Design muldiv_seq, sky130hd; sources not shown.
**Clock nets**

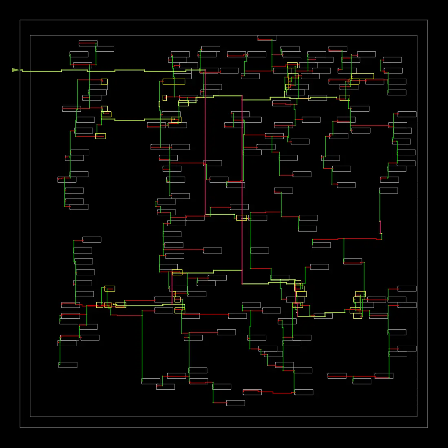
sequential cell count: 171
Clock Latency Late Sink: 520 ps
clock-net power: 1.12 mW
clock buffers: 18
clock sink count: 171

**Local utilization**

Drawn at 1.5 px/um. The die is cut into 20 by 20 equal tiles; black is low, pale yellow is high, 0 to 100% covered.
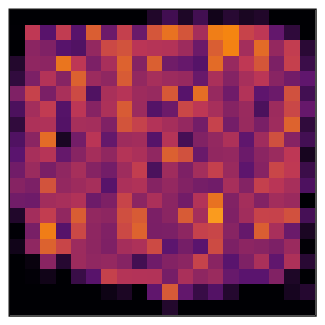
- emptiest ninth of the die: south-west
- tiles over 75% full: 0.30%
- mean over tiles: 34%
- fullest tile: 78%
- nearly empty tiles: 13%
Initial Util: 33.6%
Util after Layout: 39.3%
core area: 0.0368 sq mm

**Cells colored by class**

Drawn at 2 px/um. Fill, decap, tap and diode cells in gray.
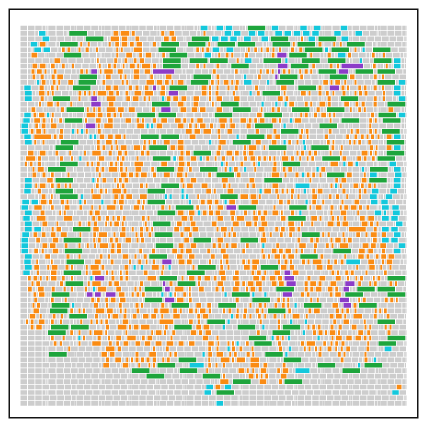
- orange: remaining logic cells (cells 1311)
- cyan: remaining buffers and delay cells (cells 196)
- purple: clock drivers and dummy loads (cells 32)
- green: registers (cells 171)
Seq area share: 29.6%
final instance area: 0.0144 sq mm
Std-Cell Rows: 70

==> impl_metrics.ini <==
; synthesis and place-and-route metrics
[critical_path]
cp_slowest_cell = o21ai_1
max_stage_delay_ps = 750
critical_path_required_ps = 5080
arrival_ps = 4390
cpLargestDelayFamily = AND-OR/OR-AND gates
end_kind = flop

[sta]
hold_violations = 0
worst_slack_ps = 691
relSlewSlack_pct = 38.2
maxSlewViolCount = 0
fmax_mhz = 249
fin_tns_setup_ps = 0
finClkSkew_ps = 27.8
rsz0062_at_grt = false
min_period_ps = 4010

[drt]
first_pass_iters = 5
ant_nets = 0
wl_um = 50300
drt-vias-per-instance = 5.65
drt_iter0_drc = 587
routedWlPerCell_um = 23.1
remaining_drc_errors = 0

[yosys]
flop_cell = dfrtp_1
yosysUniqueCellTypes = 67
yosys_warnings = 0
edf_count = 0
synth_chip_area_sq_mm = 0.0124
syn_area_sq_mm = 0.0124

[clocking]
ctsRootBufferMaster = clkbuf_8
numCtsBuffers = 17
postCtsSetupBuffers = 0
cts_buffer_depth = 2
htree_levels = 4
postCtsHoldBufs = 0

[grt]
grt_pass1_vias = 12900
antenna_found_initial = 0
grt_start_max_net_pins = 39

[layout]
synthToLayoutAreaGrowth_pct = 17.0
layout_top_cell = o21ai_0
num_antenna_cells = 0
instances_no_fill = 2178

[floorplan]
dieArea_sq_mm = 0.0414
fp.dieH_um = 203

[run_status]
status = finished clean

[place]
portBuffers = 103
dp.cells = 2146

[hold_path]
hp-class = input pin to asynchronous set/reset pin

[job]
maxCapViolCount = 0
[Yosys cell counts, drive strengths merged (15+ instances only)]
| master | count | area [sq um] |
|---|---|---|
| o21ai | 241 | 1210 |
| nand2 | 225 | 845 |
| dfrtp | 171 | 4280 |
| a21oi | 133 | 666 |
| nor2 | 117 | 439 |
| clkbuf | 76 | 285 |
| xnor2 | 75 | 657 |
| xor2 | 70 | 613 |
| inv | 69 | 259 |
| ha | 42 | 526 |
| o31ai | 41 | 308 |
| nor3 | 39 | 195 |
| or4 | 19 | 146 |
| nand4 | 16 | 100 |
| a21o | 15 | 113 |
| nand3 | 15 | 75.1 |
[logic make-up (layout without fill, tap and decap cells)]
family / count (synthesis) / in the layout / share of synthesized area, %
simple gates: 498 / 498 / 18.6
flops: 171 / 171 / 34.6
xor+xnor: 145 / 145 / 10.3
fa+ha+maj: 43 / 43 / 4.42
compound gates: 535 / 535 / 25.5
buf+inv: 160 / 299 / 5.01
mux: 19 / 19 / 1.61
[report_power, final]
part           switching, mW  internal, mW  total [mW]  leakage [nW]
Sequential             0.365          1.88        2.25          2.25
Combinational           3.16          1.52        4.68          3.52
Clock                  0.630         0.490        1.12         0.210
[cell type report]
class                           count  area (sq um)
Clock inverter                     14           148
Buffer                             89           353
Sequential cell                   171          4280
Inverter                           71           270
Clock buffer                       18           248
Fill cell                        4467         22300
Tap cell                          468           586
Multi-Input combinational cell   1240          7450
Timing Repair Buffer              107          1110
[routing by layer]
layer | GRT usage [%] | share of wire, %
met1 | 30.3 | 44
met2 | 42.1 | 49
met3 | 2.89 | 2.7
met4 | 10.5 | 4.5
met5 | 0 | 0
No activity file was given, so power comes from the tool's default toggle rates.
